File: src/rtl/sata_pkg.sv
// Shared SATA definitions: FIS type codes, ATA status bit positions and the
// enums used by the register command sequencer.
package sata_pkg;

   localparam logic [7:0] FIS_REG_H2D   = 8'h27;
   localparam logic [7:0] FIS_REG_D2H   = 8'h34;
   localparam logic [7:0] FIS_PIO_SETUP = 8'h5F;

   localparam int unsigned ATA_BSY = 7;
   localparam int unsigned ATA_ERR = 0;

   typedef enum logic [1:0] {
      ResOk      = 2'd0,
      ResDevErr  = 2'd1,
      ResTimeout = 2'd2,
      ResLinkErr = 2'd3
   } sata_cmd_res_t;

   typedef enum logic [2:0] {
      StIdle,
      StSend,
      StTxWait,
      StRxWait,
      StDone
   } sata_seq_state_t;

   typedef struct packed {
      logic [7:0]  command;
      logic [15:0] features;
      logic [47:0] address;
      logic [15:0] scount;
      logic [7:0]  device;
      logic [7:0]  control;
   } sata_h2d_cmd_t;

endpackage

File: src/rtl/sata_reg_cmd_sequencer_if.sv
// Command, transmit, register-receive and result signals of the sequencer.
// master is the sequencer's view; slave is the command layer / transport view.
interface sata_reg_cmd_sequencer_if;

   logic [7:0]  cmd_command;
   logic [15:0] cmd_features;
   logic [47:0] cmd_address;
   logic [15:0] cmd_scount;
   logic [7:0]  cmd_device;
   logic [7:0]  cmd_control;
   logic        cmd_val;
   logic        cmd_rdy;

   logic [31:0] tx_dat;
   logic        tx_val;
   logic        tx_eop;
   logic        tx_rdy;
   logic        tx_stat_val;
   logic        tx_stat_err;

   logic [7:0]  rx_type;
   logic [7:0]  rx_status;
   logic [7:0]  rx_error;
   logic        rx_badcrc;
   logic        rx_val;

   logic [7:0]  res_status;
   logic [7:0]  res_error;
   logic [1:0]  res_code;
   logic        res_pio;
   logic        res_val;
   logic        busy;

   modport master (
      input  cmd_command, cmd_features, cmd_address, cmd_scount, cmd_device, cmd_control,
      input  cmd_val, tx_rdy, tx_stat_val, tx_stat_err,
      input  rx_type, rx_status, rx_error, rx_badcrc, rx_val,
      output cmd_rdy, tx_dat, tx_val, tx_eop,
      output res_status, res_error, res_code, res_pio, res_val, busy
   );

   modport slave (
      output cmd_command, cmd_features, cmd_address, cmd_scount, cmd_device, cmd_control,
      output cmd_val, tx_rdy, tx_stat_val, tx_stat_err,
      output rx_type, rx_status, rx_error, rx_badcrc, rx_val,
      input  cmd_rdy, tx_dat, tx_val, tx_eop,
      input  res_status, res_error, res_code, res_pio, res_val, busy
   );

endinterface

File: src/rtl/sata_reg_fis_packer.sv
// Selects one dword of a Host-to-Device Register FIS from the latched command
// fields; word 4 is the final (all-zero) dword.
module sata_reg_fis_packer
   import sata_pkg::*;
(
   input  sata_h2d_cmd_t cmd,
   input  logic [2:0]    word_idx,
   output logic [31:0]   dat,
   output logic          eop
);

   always_comb begin
      dat = '0;
      eop = 1'b0;
      case (word_idx)
         3'd0: dat = {cmd.features[7:0], cmd.command, 8'h80, FIS_REG_H2D};
         3'd1: dat = {cmd.device, cmd.address[23:0]};
         3'd2: dat = {cmd.features[15:8], cmd.address[47:24]};
         3'd3: dat = {cmd.control, 8'h00, cmd.scount};
         3'd4: eop = 1'b1;
         default: ;
      endcase
   end

endmodule

File: src/rtl/sata_reg_cmd_sequencer.sv
// Issues one ATA non-data/PIO command as a Register H2D FIS, retries on link
// transmit errors and waits (with timeout) for the device's D2H or PIO Setup FIS.
module sata_reg_cmd_sequencer
   import sata_pkg::*;
#(
   parameter int unsigned TIMEOUT_CYCLES = 1000000,
   parameter int unsigned MAX_RETRY      = 3
) (
   input logic                      clk,
   input logic                      reset_n,
   sata_reg_cmd_sequencer_if.master bus
);

   localparam int unsigned       TimerW    = $clog2(TIMEOUT_CYCLES + 1);
   localparam int unsigned       RetryW    = (MAX_RETRY > 0) ? $clog2(MAX_RETRY + 1) : 1;
   localparam logic [TimerW-1:0] TimerLoad = TimerW'(TIMEOUT_CYCLES - 1);

   sata_seq_state_t   state_q, state_d;
   sata_h2d_cmd_t     cmd_q;
   logic              cmd_load;
   logic [2:0]        idx_q, idx_d;
   logic [RetryW-1:0] retry_q, retry_d;
   logic [TimerW-1:0] timer_q, timer_d;

   logic              res_load;
   sata_cmd_res_t     res_code_q, res_code_d;
   logic [7:0]        res_status_q, res_status_d;
   logic [7:0]        res_error_q, res_error_d;
   logic              res_pio_q, res_pio_d;

   logic              rx_good, rx_d2h_done, rx_pio_done, timer_zero;
   logic [31:0]       fis_dat;
   logic              fis_eop;

   sata_reg_fis_packer u_packer (
      .cmd      (cmd_q),
      .word_idx (idx_q),
      .dat      (fis_dat),
      .eop      (fis_eop)
   );

   assign rx_good     = bus.rx_val & ~bus.rx_badcrc;
   // A D2H with BSY still set is an interim status, not the completion.
   assign rx_d2h_done = rx_good & (bus.rx_type == FIS_REG_D2H) & ~bus.rx_status[ATA_BSY];
   assign rx_pio_done = rx_good & (bus.rx_type == FIS_PIO_SETUP);
   assign timer_zero  = (timer_q == '0);

   always_comb begin
      state_d      = state_q;
      idx_d        = idx_q;
      retry_d      = retry_q;
      timer_d      = timer_zero ? timer_q : timer_q - TimerW'(1);
      cmd_load     = 1'b0;
      res_load     = 1'b0;
      res_code_d   = ResOk;
      res_status_d = '0;
      res_error_d  = '0;
      res_pio_d    = 1'b0;

      unique case (state_q)
         StIdle: begin
            if (bus.cmd_val) begin
               cmd_load = 1'b1;
               retry_d  = '0;
               idx_d    = '0;
               state_d  = StSend;
            end
         end
         StSend: begin
            if (bus.tx_rdy) begin
               if (idx_q == 3'd4) begin
                  timer_d = TimerLoad;
                  state_d = StTxWait;
               end else begin
                  idx_d = idx_q + 3'd1;
               end
            end
         end
         StTxWait: begin
            // Transmit status takes priority over a simultaneous expiry.
            if (bus.tx_stat_val && !bus.tx_stat_err) begin
               timer_d = TimerLoad;
               state_d = StRxWait;
            end else if (bus.tx_stat_val) begin
               if (32'(retry_q) < MAX_RETRY) begin
                  retry_d = retry_q + RetryW'(1);
                  idx_d   = '0;
                  state_d = StSend;
               end else begin
                  res_load   = 1'b1;
                  res_code_d = ResLinkErr;
                  state_d    = StDone;
               end
            end else if (timer_zero) begin
               res_load   = 1'b1;
               res_code_d = ResTimeout;
               state_d    = StDone;
            end
         end
         StRxWait: begin
            if (rx_d2h_done || rx_pio_done) begin
               res_load     = 1'b1;
               res_code_d   = bus.rx_status[ATA_ERR] ? ResDevErr : ResOk;
               res_status_d = bus.rx_status;
               res_error_d  = bus.rx_error;
               res_pio_d    = rx_pio_done;
               state_d      = StDone;
            end else if (timer_zero) begin
               res_load   = 1'b1;
               res_code_d = ResTimeout;
               state_d    = StDone;
            end
         end
         StDone: state_d = StIdle;
         default: state_d = StIdle;
      endcase
   end

   always_ff @(posedge clk or negedge reset_n) begin
      if (!reset_n) begin
         state_q      <= StIdle;
         cmd_q        <= '0;
         idx_q        <= '0;
         retry_q      <= '0;
         timer_q      <= '0;
         res_code_q   <= ResOk;
         res_status_q <= '0;
         res_error_q  <= '0;
         res_pio_q    <= 1'b0;
      end else begin
         state_q <= state_d;
         idx_q   <= idx_d;
         retry_q <= retry_d;
         timer_q <= timer_d;
         if (cmd_load) begin
            cmd_q <= '{command:  bus.cmd_command,
                       features: bus.cmd_features,
                       address:  bus.cmd_address,
                       scount:   bus.cmd_scount,
                       device:   bus.cmd_device,
                       control:  bus.cmd_control};
         end
         if (res_load) begin
            res_code_q   <= res_code_d;
            res_status_q <= res_status_d;
            res_error_q  <= res_error_d;
            res_pio_q    <= res_pio_d;
         end
      end
   end

   assign bus.cmd_rdy    = (state_q == StIdle);
   assign bus.tx_val     = (state_q == StSend);
   assign bus.tx_dat     = bus.tx_val ? fis_dat : '0;
   assign bus.tx_eop     = bus.tx_val & fis_eop;
   assign bus.res_val    = (state_q == StDone);
   assign bus.busy       = (state_q != StIdle);
   assign bus.res_code   = res_code_q;
   assign bus.res_status = res_status_q;
   assign bus.res_error  = res_error_q;
   assign bus.res_pio    = res_pio_q;

endmodule

File: src/flat_wrapper.sv
// flat-port wrapper written by rule: the top's interface ports become plain ports
module sata_reg_cmd_sequencer_flat import sata_pkg::*;
#(
   parameter int unsigned TIMEOUT_CYCLES = 1000000,
   parameter int unsigned MAX_RETRY      = 3
)
  (clk, reset_n, bus_cmd_command, bus_cmd_features, bus_cmd_address, bus_cmd_scount, bus_cmd_device, bus_cmd_control, bus_cmd_val, bus_tx_rdy, bus_tx_stat_val, bus_tx_stat_err, bus_rx_type, bus_rx_status, bus_rx_error, bus_rx_badcrc, bus_rx_val, bus_cmd_rdy, bus_tx_dat, bus_tx_val, bus_tx_eop, bus_res_status, bus_res_error, bus_res_code, bus_res_pio, bus_res_val, bus_busy);
  sata_reg_cmd_sequencer_if bus_i ();
  input logic clk;
  input logic reset_n;
  input wire logic [$bits(bus_i.cmd_command)-1:0] bus_cmd_command;
  input wire logic [$bits(bus_i.cmd_features)-1:0] bus_cmd_features;
  input wire logic [$bits(bus_i.cmd_address)-1:0] bus_cmd_address;
  input wire logic [$bits(bus_i.cmd_scount)-1:0] bus_cmd_scount;
  input wire logic [$bits(bus_i.cmd_device)-1:0] bus_cmd_device;
  input wire logic [$bits(bus_i.cmd_control)-1:0] bus_cmd_control;
  input wire logic [$bits(bus_i.cmd_val)-1:0] bus_cmd_val;
  input wire logic [$bits(bus_i.tx_rdy)-1:0] bus_tx_rdy;
  input wire logic [$bits(bus_i.tx_stat_val)-1:0] bus_tx_stat_val;
  input wire logic [$bits(bus_i.tx_stat_err)-1:0] bus_tx_stat_err;
  input wire logic [$bits(bus_i.rx_type)-1:0] bus_rx_type;
  input wire logic [$bits(bus_i.rx_status)-1:0] bus_rx_status;
  input wire logic [$bits(bus_i.rx_error)-1:0] bus_rx_error;
  input wire logic [$bits(bus_i.rx_badcrc)-1:0] bus_rx_badcrc;
  input wire logic [$bits(bus_i.rx_val)-1:0] bus_rx_val;
  output wire logic [$bits(bus_i.cmd_rdy)-1:0] bus_cmd_rdy;
  output wire logic [$bits(bus_i.tx_dat)-1:0] bus_tx_dat;
  output wire logic [$bits(bus_i.tx_val)-1:0] bus_tx_val;
  output wire logic [$bits(bus_i.tx_eop)-1:0] bus_tx_eop;
  output wire logic [$bits(bus_i.res_status)-1:0] bus_res_status;
  output wire logic [$bits(bus_i.res_error)-1:0] bus_res_error;
  output wire logic [$bits(bus_i.res_code)-1:0] bus_res_code;
  output wire logic [$bits(bus_i.res_pio)-1:0] bus_res_pio;
  output wire logic [$bits(bus_i.res_val)-1:0] bus_res_val;
  output wire logic [$bits(bus_i.busy)-1:0] bus_busy;
  assign bus_i.cmd_command = bus_cmd_command;
  assign bus_i.cmd_features = bus_cmd_features;
  assign bus_i.cmd_address = bus_cmd_address;
  assign bus_i.cmd_scount = bus_cmd_scount;
  assign bus_i.cmd_device = bus_cmd_device;
  assign bus_i.cmd_control = bus_cmd_control;
  assign bus_i.cmd_val = bus_cmd_val;
  assign bus_i.tx_rdy = bus_tx_rdy;
  assign bus_i.tx_stat_val = bus_tx_stat_val;
  assign bus_i.tx_stat_err = bus_tx_stat_err;
  assign bus_i.rx_type = bus_rx_type;
  assign bus_i.rx_status = bus_rx_status;
  assign bus_i.rx_error = bus_rx_error;
  assign bus_i.rx_badcrc = bus_rx_badcrc;
  assign bus_i.rx_val = bus_rx_val;
  assign bus_cmd_rdy = bus_i.cmd_rdy;
  assign bus_tx_dat = bus_i.tx_dat;
  assign bus_tx_val = bus_i.tx_val;
  assign bus_tx_eop = bus_i.tx_eop;
  assign bus_res_status = bus_i.res_status;
  assign bus_res_error = bus_i.res_error;
  assign bus_res_code = bus_i.res_code;
  assign bus_res_pio = bus_i.res_pio;
  assign bus_res_val = bus_i.res_val;
  assign bus_busy = bus_i.busy;
  sata_reg_cmd_sequencer #(.TIMEOUT_CYCLES(TIMEOUT_CYCLES), .MAX_RETRY(MAX_RETRY)) u_core (.clk(clk), .reset_n(reset_n), .bus(bus_i));
endmodule
File: config.mk
export PLATFORM = sky130hd
export DESIGN_NAME = sata_reg_cmd_sequencer_flat
export DESIGN_NICKNAME = d
export VERILOG_FILES = /design/src/rtl/sata_pkg.sv /design/src/rtl/sata_reg_cmd_sequencer_if.sv /design/src/rtl/sata_reg_fis_packer.sv /design/src/rtl/sata_reg_cmd_sequencer.sv /design/src/flat_wrapper.sv
export SDC_FILE = /design/constraint.sdc
export NUM_CORES = 1
export LEC_CHECK = 0
export CORE_UTILIZATION = 52
export CTS_CLUSTER_SIZE = 16
export DETAILED_ROUTE_END_ITERATION = 10
export PLACE_DENSITY = 0.85
export SLEW_MARGIN = 10
export SYNTH_ARGS = -nofsm -noshare
export SYNTH_HDL_FRONTEND = slang
export SYNTH_SLANG_ARGS = --single-unit
File: constraint.sdc
create_clock -name clk -period 4.28 [get_ports clk]
set_clock_uncertainty 0.2 [all_clocks]
set_input_delay 0.642 -clock clk [delete_from_list [all_inputs] [get_ports clk]]
set_output_delay 0.642 -clock clk [all_outputs]
set_load 0.01 [all_outputs]
==> changes_impl.md, run 1 <==
## Flow update

* Met3 WL at 1310 um
* Worst path bufs/invs at 3
* Synth Seq Share at 0.535
* Status: finished clean
* Yosys cell count at 592
* Clock buffer depth at 2
* Number of synthesized register bits at 151
* Detailed Place HPWL at 12900 um
* Drt wl/cell at 19.7 um
* Most instantiated logic cells after routing: clkdlybuf4s50_1 (190), dfrtp_1 (151), mux2_2 (105)
* Max-cap viol count at 0
* Flop pwr share at 0.387
* Worst slew pin tran at 0.959 ns
* Min Tclk post-route at 3.74 ns
* CP cell instances: inv_1 > ha_1 > nor2b_2 > buf_4 > nand2_1 > a21oi_1 > clkdlybuf4s50_1
* WL final at 19000 um
* RSZ-0062 raised after global routing: no
* Area occupied by multi-input gates at 3070 um^2
* OpenROAD warnings at 31
* Slowest-stage cell, CP: clkdlybuf4s50_1
* DRT Pass-1 Iters at 7
* Final Setup Violations at 0
* Final worst hold slack at 0.0965 ns
* Data arrival, critical path at 2.90 ns
* CTS H-tree depth at 4
* Clock transition at path regs at 0.06 ns
* Lkg Pwr at 3.90 nW
run 1: registers in the layout (all words and copies together) (netlist names), 2 cells and up:
name                   flops
u_core.timer_q            20
u_core.bus.res_status      8
u_core.idx_q               3
u_core.bus.res_code        2
u_core.bus.res_error       8
u_core.retry_q             2
u_core.cmd_q             104
u_core.state_q             3
run 1: metal layers:
layer | track usage | vias up
met5 | 0 | -
met4 | 0.153 | 0
met3 | 0.0642 | 66
met2 | 0.475 | 313
met1 | 0.329 | 2852
li1 | - | 2602
run 1: power by group through the flow:
stage | logic [mW] | clock network, mW | registers (mW)
6_report | 2.51 | 1.43 | 2.49
5_1_grt | 2.71 | 1.51 | 2.55
4_1_cts | 2.52 | 1.46 | 2.47
3_5_place_dp | 2.49 | 0 | 2.48
3_3_place_gp | 2.39 | 0 | 2.44
2_1_floorplan | 1.58 | 0 | 2.31
run 1: area by class of cell:
type / instances / share of cell area
flip-flops and latches: 151 / 0.389
inverters: 14 / 0.00541
clock inverters: 10 / 0.00966
clock buffers: 22 / 0.0488
repair buffers: 205 / 0.209
multi-input cells: 386 / 0.316
well taps: 176 / 0.0227
run 1: synth_stat cells (5+ instances only):
master | count | share of area
inv_1 | 14 | 0.0074
a21oi_1 | 29 | 0.021
nor3_1 | 7 | 0.0050
mux2_2 | 105 | 0.17
nor2b_1 | 7 | 0.0062
o31ai_1 | 5 | 0.0053
a22oi_1 | 25 | 0.027
nand3_1 | 7 | 0.0050
a221oi_1 | 5 | 0.0062
clkbuf_1 | 31 | 0.016
buf_2 | 8 | 0.0057
nor4_1 | 7 | 0.0062
o2bb2ai_1 | 14 | 0.017
mux2i_1 | 9 | 0.013
a222oi_1 | 11 | 0.016
nor2_1 | 27 | 0.014
nand2_1 | 27 | 0.014
ha_1 | 7 | 0.012
dfrtp_1 | 151 | 0.54
o21ai_0 | 26 | 0.018
or4_1 | 6 | 0.0064
run 1: cell families (layout without fill, tap and decap cells):
kind of cell,Yosys count,count (layout),synth area share
DFF,151,151,0.535
AOI/OAI and AO/OA,147,147,0.147
and+or+nand+nor,117,117,0.0906
muxes,114,114,0.180
buffers and inverters,55,251,0.0328
adders and majority gates,7,7,0.0124
xor gates and xnor gates,1,1,0.00124
run 1: final timing paths:
| kind | from | end | slack (ns) | cells past startpoint |
|---|---|---|---|---|
| worst max-delay path | u_core.idx_q[1]$_DFFE_PN0P_ | bus_tx_dat[5] | 0.54 | 7 |
| worst min-delay path | reset_n | u_core.bus.res_status[2]$_DFFE_PN0P_ | 0.1 | 1 |
| worst max register to register | u_core.timer_q[0]$_DFF_PN0_ | u_core.timer_q[10]$_DFF_PN0_ | 1.48 | 6 |
| worst min register to register | u_core.cmd_q[21]$_DFFE_PN0P_ | u_core.cmd_q[21]$_DFFE_PN0P_ | 0.31 | 1 |
| max in group asynchronous | reset_n | u_core.cmd_q[16]$_DFFE_PN0P_ | 2.91 | 2 |
| min in group clk | u_core.cmd_q[21]$_DFFE_PN0P_ | u_core.cmd_q[21]$_DFFE_PN0P_ | 0.31 | 1 |
run 1: stage by stage:
step,cells,utilization
after floorplan,592,-
after global placement,932,0.691
final,964,0.734
after CTS,964,0.734
after detailed placement,932,0.691
after global routing,964,0.734
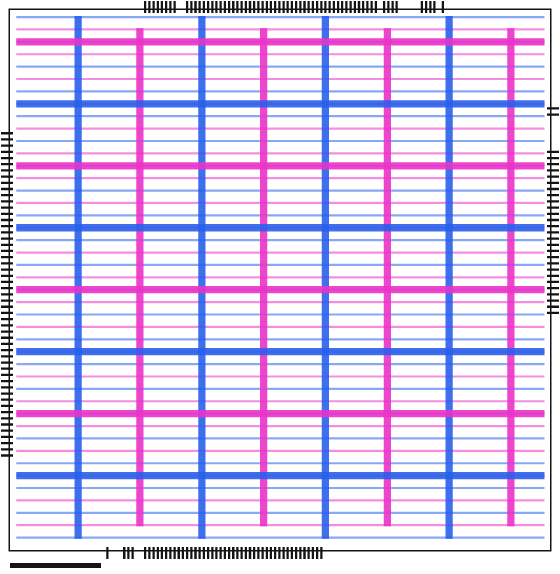
Figure 1: run 1, power grid.
Bar = 20 um. Pins as bars on the die edge.
[VDD] magenta
[VSS] blue
met1 rails: 43
rows: 42
met5 straps: 8
VDD IR max: 0.000408 V
core area: 13200 um^2
Die W: 119 um

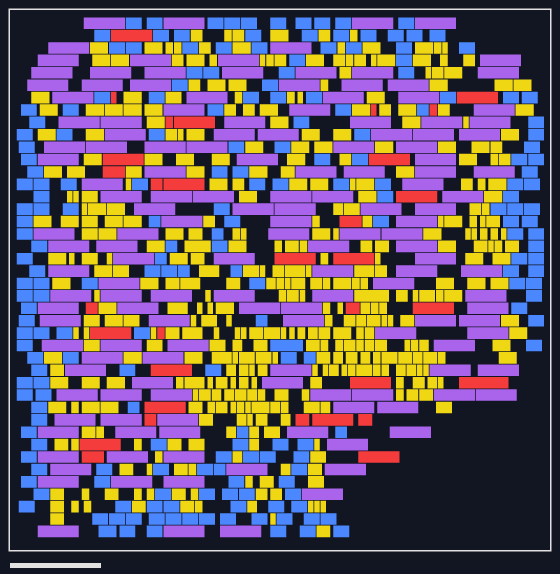
Figure 2: run 1, placement by cell class.
Bar = 20 um.
[combinational and other logic] yellow | cells: 400
[flops] purple | cells: 151
[other buffers and delay cells] blue | cells: 205
[clock drivers and dummy loads] red | cells: 32
FP Rows: 42
final core utilization: 0.734
cell area after layout: 9720 um^2
sequential cell area share: 0.389

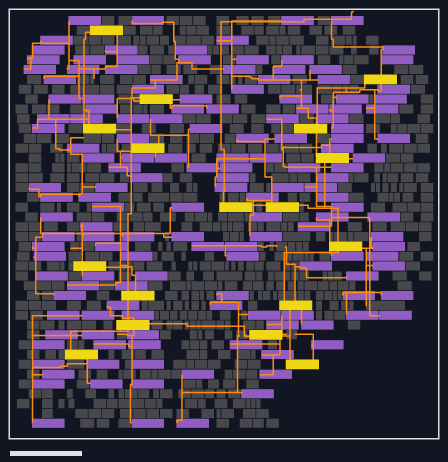
Figure 3: run 1, clock distribution.
Bar = 20 um.
[clock drivers] yellow | count: 17
[flip-flops] purple | count: 151
[clock wires] orange | length: 1760 um
flops lie: spread over the die
power share of the clock group: 0.223
clk pwr: 1.43 mW
Clock Latency Late Sink: 0.43 ns

--- run 2 (diff from run 1) ---
Settings changed: CTS_CLUSTER_DIAMETER set to 100.
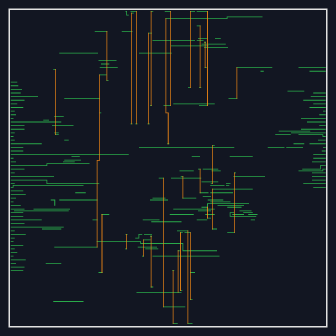
Figure 4: run 2, wiring by layer.
Two of the layers only.
[metal 4] orange | wire length: 743 um
[metal 3] green | wire length: 1310 um
Total Routing Usage GR: 0.280
via count: 5833
drt wl/cell: 19.7 um
WL final: 19000 um

==> changes_impl.md, run 2 <==
## Flow update

* CTS H-tree depth at 4
* Clock buffer depth at 2
* Detailed Place HPWL at 12900 um
* Reg2reg end: u_core.timer_q[10]$_DFF_PN0_
* Levels on crit path at 7
* Clock Latency Late Sink at 0.43 ns
* OpenROAD warnings at 31
* Die W at 119 um
* Worst slew pin tran at 0.959 ns
* Biggest regs: u_core.cmd_q: 104 flops, u_core.timer_q: 20 flops
* Data arrival, critical path at 2.90 ns
* Worst path bufs/invs at 3
* VDD IR max at 0.000408 V
* Slowest-stage cell, CP: clkdlybuf4s50_1
* Worst R2R Start: u_core.timer_q[0]$_DFF_PN0_
* Status: finished clean
* Most instantiated logic cells after routing: clkdlybuf4s50_1 (190), dfrtp_1 (151), mux2_2 (105)
* Power share of the clock group at 0.223
* Number of synthesized register bits at 151
* Flop pwr share at 0.387
* R2R setup slack at 1.48 ns
* FP Rows at 42
* Top-area cell type share of the netlist area at 0.535
* Leading area contributor after synthesis: dfrtp_1
==> run 2: cell counts after synthesis <==
Identical to the previous run, type by type.
==> run 2: area by class of cell <==
class / count / area, um^2 / area share
Sequential cell: 151 / 3780 / 0.389
Multi-Input combinational cell: 386 / 3070 / 0.316
Clock buffer: 22 / 474 / 0.0488
Tap cell: 176 / 220 / 0.0227
Inverter: 14 / 52.6 / 0.00541
Timing Repair Buffer: 205 / 2030 / 0.209
Clock inverter: 10 / 93.8 / 0.00966
==> run 2: metrics by stage <==
step | setup slack, ns | cells | util | instance area, um^2 | hold WS [ns]
floorplan | 1.50 | 592 | - | 7060 | 0.146
global placement | 1.08 | 932 | 0.691 | 9150 | 0.277
detailed placement | 1.00 | 932 | 0.691 | 9150 | 0.296
CTS | 0.543 | 964 | 0.734 | 9720 | 0.133
global route | 0.413 | 964 | 0.734 | 9720 | 0.157
finish | 0.535 | 964 | 0.734 | 9720 | 0.0965
==> run 2: routing by layer <==
metal	wire length, um	up-vias	track usage	part of all wire
met5	0	-	0	0
met4	743	0	0.153	0.039
met3	1310	66	0.0642	0.069
met2	9710	313	0.475	0.51
met1	7270	2852	0.329	0.38
li1	-	2602	-	-
==> run 2: how the worst max path moves through the flow <==
stage                                      startpoint  slack [ns]             to
final                     u_core.idx_q[1]$_DFFE_PN0P_        0.54  bus_tx_dat[5]
after global routing      u_core.idx_q[0]$_DFFE_PN0P_        0.41  bus_tx_dat[5]
after CTS                 u_core.idx_q[0]$_DFFE_PN0P_        0.54  bus_tx_dat[5]
after detailed placement  u_core.idx_q[0]$_DFFE_PN0P_        1.00  bus_tx_dat[5]
after global placement    u_core.idx_q[0]$_DFFE_PN0P_        1.08  bus_tx_dat[5]
after floorplan           u_core.idx_q[0]$_DFFE_PN0P_        1.50  bus_tx_dat[3]
==> run 2: logic make-up after synthesis <==
kind of cell / after synthesis / synth area share
compound gates: 147 / 0.147
flops: 151 / 0.535
simple gates: 117 / 0.0906
fa+ha+maj: 7 / 0.0124
xor+xnor: 1 / 0.00124
mux: 114 / 0.180
buf+inv: 55 / 0.0328
==> run 2: power by group through the flow <==
stage          logic, mW  clock network [mW]  registers, mW
2_1_floorplan       1.58                   0           2.31
3_3_place_gp        2.39                   0           2.44
3_5_place_dp        2.49                   0           2.48
4_1_cts             2.52                1.46           2.47
5_1_grt             2.71                1.51           2.55
6_report            2.51                1.43           2.49
==> run 2: worst register-to-register path, stage by stage (launching register included) <==
cell     delay (ns)
dfrtp_1        0.42
inv_1          0.09
ha_1           0.20
nor3b_1        0.60
nand2_1        0.36
or4b_2         0.70
a21oi_1        0.16
--- run 3 (diff from run 2) ---
Settings changed: HOLD_SLACK_MARGIN set to 0.08, SLEW_MARGIN 10 to 20.
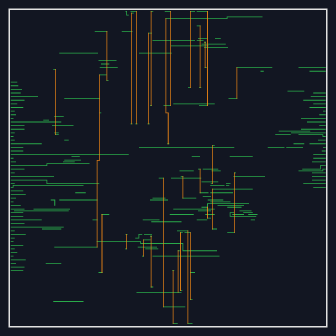
Figure 5: run 3, wiring by layer.
Two of the layers only.
[metal 3] green | wire length: 1310 um
[metal 4] orange | wire length: 743 um

==> changes_impl.md, run 3 <==
## Flow update

* Status: finished clean
* Area occupied by multi-input gates at 3070 um^2
* Setup ws final at 0.535 ns
* Synth Seq Share at 0.535
* Max-cap viol count at 0
* Final worst hold slack at 0.0965 ns
* Core area at 13200 um^2
* RSZ-0062 raised after global routing: no
* Total Routing Usage GR at 0.280
* VDD IR max at 0.000408 V
* Synth top cell by count: dfrtp_1
* Number of synthesized register bits at 151
* Leading area contributor after synthesis: dfrtp_1
* Clock buffer depth at 2
* Min Tclk post-route at 3.74 ns
* Biggest register: u_core.cmd_q
* Reg2Reg Depth at 6
* Power share of the clock group at 0.223
* Max reg flops at 104
* Worst slew pin tran at 0.959 ns
* Yosys cell count at 592
* Flop pwr share at 0.387
* Most instantiated logic cells after routing: clkdlybuf4s50_1 (190), dfrtp_1 (151), mux2_2 (105)
* Data arrival, critical path at 2.90 ns
-- run 3: cell families after synthesis --
family	count (synthesis)	synth area share
flops	151	0.535
fa+ha+maj	7	0.0124
simple gates	117	0.0906
xor+xnor	1	0.00124
mux	114	0.180
buf+inv	55	0.0328
compound gates	147	0.147
-- run 3: cell type report --
cell class                      count  area share
Sequential cell                   151       0.389
Multi-Input combinational cell    386       0.316
Timing Repair Buffer              205       0.209
Clock buffer                       22      0.0488
Tap cell                          176      0.0227
Clock inverter                     10     0.00966
Inverter                           14     0.00541
-- run 3: critical path, delay by kind of cell (launching register included) --
kind	cells	cell delay, ns
adder cells (fa/ha/maj)	1	0.16
buffers and inverters	3	1.09
flip-flops	1	0.40
AND-OR/OR-AND	1	0.25
AND/OR/NAND/NOR	2	0.57
-- run 3: metrics by stage --
| stage | utilization | instance area [um^2] | total power, mW | cells |
|---|---|---|---|---|
| floorplan | - | 7060 | 3.89 | 592 |
| CTS | 0.734 | 9720 | 6.45 | 964 |
| global placement | 0.691 | 9150 | 4.82 | 932 |
| finish | 0.734 | 9720 | 6.43 | 964 |
| global route | 0.734 | 9720 | 6.77 | 964 |
| detailed placement | 0.691 | 9150 | 4.97 | 932 |
-- run 3: worst paths after layout --
check                                        startpoint                              endpoint  slack [ns]
setup / recovery            u_core.idx_q[1]$_DFFE_PN0P_                         bus_tx_dat[5]        0.54
hold / removal                                  reset_n  u_core.bus.res_status[2]$_DFFE_PN0P_         0.1
setup reg to reg            u_core.timer_q[0]$_DFF_PN0_          u_core.timer_q[10]$_DFF_PN0_        1.48
hold reg to reg            u_core.cmd_q[21]$_DFFE_PN0P_          u_core.cmd_q[21]$_DFFE_PN0P_        0.31
max in group asynchronous                       reset_n          u_core.cmd_q[16]$_DFFE_PN0P_        2.91
min in group clk           u_core.cmd_q[21]$_DFFE_PN0P_          u_core.cmd_q[21]$_DFFE_PN0P_        0.31
-- run 3: layer usage --
layer | GRT usage | part of all wire | wire, um | up-vias
met1 | 0.329 | 0.38 | 7270 | 2852
met4 | 0.153 | 0.039 | 743 | 0
met2 | 0.475 | 0.51 | 9710 | 313
met5 | 0 | 0 | 0 | -
met3 | 0.0642 | 0.069 | 1310 | 66
li1 | - | - | - | 2602
-- run 3: power groups by stage --
| stage | clock, mW | combinational (mW) | sequential (mW) |
|---|---|---|---|
| global placement | 0 | 2.39 | 2.44 |
| CTS | 1.46 | 2.52 | 2.47 |
| finish | 1.43 | 2.51 | 2.49 |
| floorplan | 0 | 1.58 | 2.31 |
| global route | 1.51 | 2.71 | 2.55 |
| detailed placement | 0 | 2.49 | 2.48 |
No activity file was given, so power comes from the tool's default toggle rates.
